<file path="src/rtl/clkdiv_scheduler.sv">
// Multi-channel programmable clock-enable generator: per-channel terminal-count
// divider producing a one-cycle tick and a 2*D square wave, configured via valid/ready.
module clkdiv_scheduler #(
  parameter int                  CHANNELS    = 4,
  parameter int                  CNT_W       = 16,
  parameter int                  DEFAULT_DIV = 100,
  parameter logic [CHANNELS-1:0] RESET_EN    = 'b1,
  localparam int                 CH_W        = (CHANNELS > 1) ? $clog2(CHANNELS) : 1
) (
  input  logic                clock,
  input  logic                reset,
  input  logic                cfg_valid,
  output logic                cfg_ready,
  input  logic [CH_W-1:0]     cfg_chan,
  input  logic [CNT_W-1:0]    cfg_div,
  input  logic                cfg_enable,
  output logic [CHANNELS-1:0] tick,
  output logic [CHANNELS-1:0] scaled,
  output logic [CHANNELS-1:0] running,
  output logic [CHANNELS-1:0] pending
);

  typedef enum logic [1:0] {S_IDLE, S_RUN, S_RUN_PEND} state_t;

  function automatic logic [CNT_W-1:0] clamp_div(input logic [CNT_W-1:0] d);
    return (d == '0) ? CNT_W'(1) : d;
  endfunction

  localparam logic [CNT_W-1:0] DEF_DIV = clamp_div(CNT_W'(DEFAULT_DIV));

  state_t              r_state     [CHANNELS];
  state_t              w_state_nxt [CHANNELS];
  logic [CNT_W-1:0]    r_cnt       [CHANNELS];
  logic [CNT_W-1:0]    r_div       [CHANNELS];
  logic [CNT_W-1:0]    r_pdiv      [CHANNELS];
  logic [CHANNELS-1:0] r_tick;
  logic [CHANNELS-1:0] r_scaled;
  logic [CHANNELS-1:0] w_wr;
  logic [CHANNELS-1:0] w_term;
  logic [CHANNELS-1:0] w_running;
  logic [CHANNELS-1:0] w_pending;
  logic                w_ready;
  logic [CNT_W-1:0]    w_div;

  assign w_div = clamp_div(cfg_div);

  // Out-of-range channel indices match no channel: accepted and dropped.
  always_comb begin
    w_ready = 1'b1;
    w_wr    = '0;
    w_term  = '0;
    for (int i = 0; i < CHANNELS; i++) begin
      if (cfg_chan == CH_W'(i)) w_ready = ~w_pending[i];
      w_term[i] = (r_cnt[i] == r_div[i] - CNT_W'(1));
    end
    for (int i = 0; i < CHANNELS; i++) begin
      w_wr[i] = cfg_valid && w_ready && (cfg_chan == CH_W'(i));
    end
  end

  always_ff @(posedge clock) begin
    for (int i = 0; i < CHANNELS; i++) begin
      if (reset) r_state[i] <= RESET_EN[i] ? S_RUN : S_IDLE;
      else       r_state[i] <= w_state_nxt[i];
    end
  end

  always_comb begin
    for (int i = 0; i < CHANNELS; i++) begin
      w_state_nxt[i] = r_state[i];
      unique case (r_state[i])
        S_IDLE:     if (w_wr[i] && cfg_enable) w_state_nxt[i] = S_RUN;
        S_RUN:      if (w_wr[i]) w_state_nxt[i] = cfg_enable ? S_RUN_PEND : S_IDLE;
        S_RUN_PEND: begin
          if (w_wr[i] && !cfg_enable) w_state_nxt[i] = S_IDLE;
          else if (w_term[i])         w_state_nxt[i] = S_RUN;
        end
        default:    w_state_nxt[i] = S_IDLE;
      endcase
    end
  end

  always_comb begin
    w_running = '0;
    w_pending = '0;
    for (int i = 0; i < CHANNELS; i++) begin
      w_running[i] = (r_state[i] != S_IDLE);
      w_pending[i] = (r_state[i] == S_RUN_PEND);
    end
  end

  // A write landing on a terminal-count edge is only latched into r_pdiv;
  // the divisor in force for that edge is still the old one.
  always_ff @(posedge clock) begin
    for (int i = 0; i < CHANNELS; i++) begin
      if (reset) begin
        r_cnt[i]    <= '0;
        r_div[i]    <= DEF_DIV;
        r_pdiv[i]   <= DEF_DIV;
        r_tick[i]   <= 1'b0;
        r_scaled[i] <= 1'b0;
      end else if (r_state[i] == S_IDLE) begin
        r_cnt[i]    <= '0;
        r_tick[i]   <= 1'b0;
        r_scaled[i] <= 1'b0;
        if (w_wr[i]) r_div[i] <= w_div;
      end else if (w_wr[i] && !cfg_enable) begin
        r_cnt[i]    <= '0;
        r_tick[i]   <= 1'b0;
        r_scaled[i] <= 1'b0;
        r_div[i]    <= w_div;
      end else begin
        if (w_term[i]) begin
          r_cnt[i]    <= '0;
          r_tick[i]   <= 1'b1;
          r_scaled[i] <= ~r_scaled[i];
          if (r_state[i] == S_RUN_PEND) r_div[i] <= r_pdiv[i];
        end else begin
          r_cnt[i]  <= r_cnt[i] + CNT_W'(1);
          r_tick[i] <= 1'b0;
        end
        if (w_wr[i]) r_pdiv[i] <= w_div;
      end
    end
  end

  assign cfg_ready = w_ready;
  assign tick      = r_tick;
  assign scaled    = r_scaled;
  assign running   = w_running;
  assign pending   = w_pending;

endmodule

</file>
<file path="config.mk">
export PLATFORM = sky130hd
export DESIGN_NAME = clkdiv_scheduler
export DESIGN_NICKNAME = d
export VERILOG_FILES = /design/src/rtl/clkdiv_scheduler.sv
export SDC_FILE = /design/constraint.sdc
export NUM_CORES = 1
export LEC_CHECK = 0
export CAP_MARGIN = 20
export CORE_MARGIN = 4
export CORE_UTILIZATION = 25
export DETAILED_ROUTE_END_ITERATION = 10
export HOLD_SLACK_MARGIN = 0.03
export SYNTH_ARGS = -nofsm -noshare
export SYNTH_HDL_FRONTEND = slang
export SYNTH_SLANG_ARGS = --single-unit
</file>
<file path="constraint.sdc">
create_clock -name clock -period 3.4 [get_ports clock]
set_input_delay 0.68 -clock clock [delete_from_list [all_inputs] [get_ports clock]]
set_output_delay 0.68 -clock clock [all_outputs]
set_load 0.02 [all_outputs]
</file>
==> results.cfg, run 1 <==
; implementation run metrics
[hold_path]
holdPathStages = 2
hold_class = register to register
holdPathEnd = scaled[2]

[pwr]
p_seq_share_pct = 48.1
powerComb_mw = 0.500
p_leak_nw = 4.79
powerSeq_mw = 3.01

[final_timing]
timing.final.ws_setup_ns = 0.211
fin_tns_setup_ns = 0
slew_violations = 0

[setup_path]
r2r_cells = 10
crit_family = simple AND/OR/NAND/NOR gates
critPathMaxFanout = 5
cp_num_buf_inv = 2
cp_cell_sequence = inv_1, ha_1, or4b_2, nor4b_1, a311oi_1, a211oi_2, o2111ai_4, buf_4, or2_4, o32a_1
cp_slowest_cell = or4b_2
startpoint = r_div[3][1]
slowest_delay_ns = 0.62

[run]
warnings = 26
maxCapViolations = 0

[finish]
largest_class = sequential cells
flop_area_um2 = 6090
ff_count = 208
nets = 1217
finalNonFillerCells = 1806
nMultiInputCombCells = 827
area_delta_synth_final_pct = 21.4

[detailed_routing]
drt.antenna.violating_nets = 0
drt-pass1-iter-count = 5
dr_wl_met2_um = 12100
vias = 8528
wl_um = 27800
route.detailed.wl_per_inst_um = 15.4
wl_met3_um = 1480
drt_iter0_markers = 679
vias_per_cell = 4.72

[synthesis]
postSynthSeqShare_pct = 52.4
synthAoiAreaFrac_pct = 12.0
edf_count = 192
yosys_warnings = 0
synth.cell_area_um2 = 11600
fa_ha_area_share_pct = 0.863
mux_area_share_pct = 0.367

[die]
core_util_floorplan_pct = 25.4

[clocking]
cts_sinks = 208
holdBufCountCts = 0
ctsResizeCount = 0
cts_made_buffers = 25
clockBufferDepth = 3
tritoncts = done

[run_status]
status = complete, no violations

[grt]
grt_busiest_layer = met2
met1_usage_pct = 15.8
track_usage_pct = 10.9
grt_start_max_net_pins = 29
grt_pass1_wl_um = 44800

[place]
place_inst = 1759
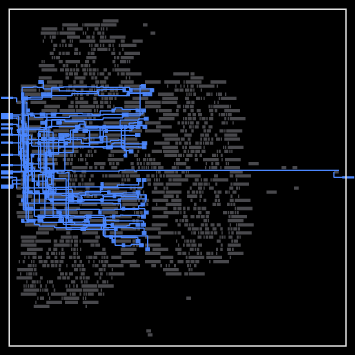
Run 1: wires at chosen ports, followed through buffers
Scale: 1.5 px per um.
- blue: cfg_div (bits 16; direction input; edge 15 left, 1 right; end cells 125; buffers 26; wire 4010 um)
Port Buf Inserts: 38
number of top-level pins: 39

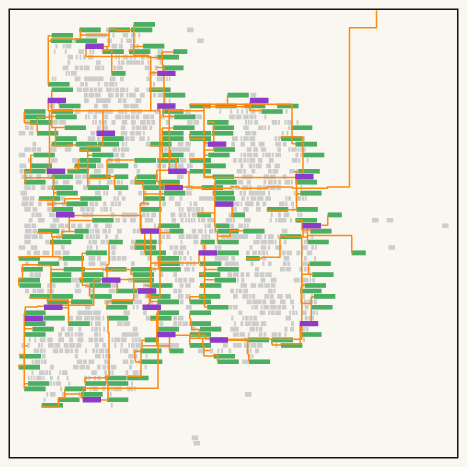
Run 1: routed clock nets over the placement
Scale: 2 px per um.
- orange: clock wires (length 2990 um)
- green: flip-flops (count 208)
- purple: cells driving clock nets (count 25)
- routed clock nets: 26
Clock power frac: 43.9%
clock group total power: 2.75 mW
skew final: 0.0189 ns
clk_lat worst skew: 0.54 ns

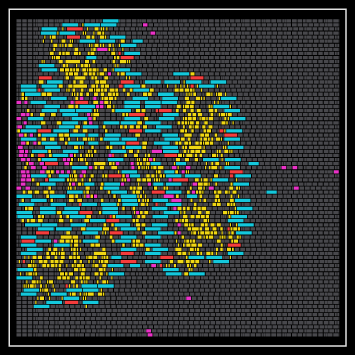
Run 1: cells colored by class
Scale: 1.5 px per um. Fill, decap, tap and diode cells in gray.
- yellow: all other logic (cells 862; share of their area 42%)
- cyan: flip-flops (cells 208; share of their area 46%)
- magenta: other buffers and delay cells (cells 90; share of their area 6.2%)
- red: clock drivers and dummy loads (cells 46; share of their area 6.4%)
sequential share of cell area: 43.2%
row count: 78
core box area: 45700 um2
Layout Cell Area excl Fill: 14100 um2
final core occ: 30.8%

Run 1, the clock network:
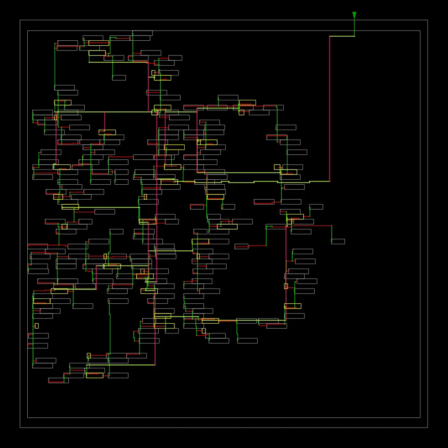

==> inputs of run 2 (changes only) <==
==> constraint.sdc (replaced) <==
create_clock -name clock -period 3.4 [get_ports clock]
set_input_delay 0.85 -clock clock [delete_from_list [all_inputs] [get_ports clock]]
set_output_delay 0.85 -clock clock [all_outputs]
set_load 0.02 [all_outputs]
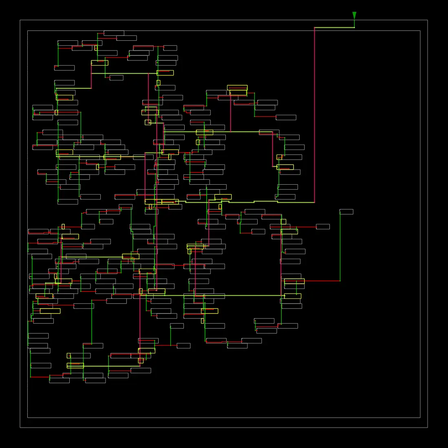
Run 2: the clock network
skew final: 0.0194 ns
flop count: 208
clock group total power: 2.63 mW
Sink Count: 208
clk_buf instances: 29

==> results.cfg, run 2 <==
; implementation run metrics
[detailed_routing]
vias = 8579
vias_per_cell = 4.73
drt-pass1-iter-count = 7
drt_iter0_markers = 645
dr_wl_met2_um = 12000
drt.antenna.violating_nets = 0
route.detailed.wl_per_inst_um = 15.2
wl_met3_um = 1440

[place]
place_inst = 1764
port-buffer-count = 38

[pwr]
p_clk_share_pct = 42.9
powerComb_mw = 0.499

[finish]
nets = 1223
nMultiInputCombCells = 827
stdcell_area_um2 = 14000
post-route-util_pct = 30.7

[grt]
grt_start_max_net_pins = 26
met1_usage_pct = 15.6
grt_busiest_layer = met2

[clocking]
holdBufCountCts = 0
clockBufferDepth = 3
tritoncts = done
ctsResizeCount = 0

[die]
row_count = 78
io_pins = 39
core_um2 = 45700

[setup_path]
slowest_delay_ns = 0.55
r2r_cells = 10
cp_slowest_cell = clkdlybuf4s50_1
cp_num_buf_inv = 2
crit_family = buffers and inverters
cp_cell_sequence = clkdlybuf4s50_1, mux4_2, clkdlybuf4s50_1

[synthesis]
synth.cell_area_um2 = 11600
mux_area_share_pct = 0.367
yosys_warnings = 0

[run_status]
status = complete, no violations

[final_timing]
slew_violations = 0
fin_tns_setup_ns = 0
Power is estimated from default activity; no workload was simulated.
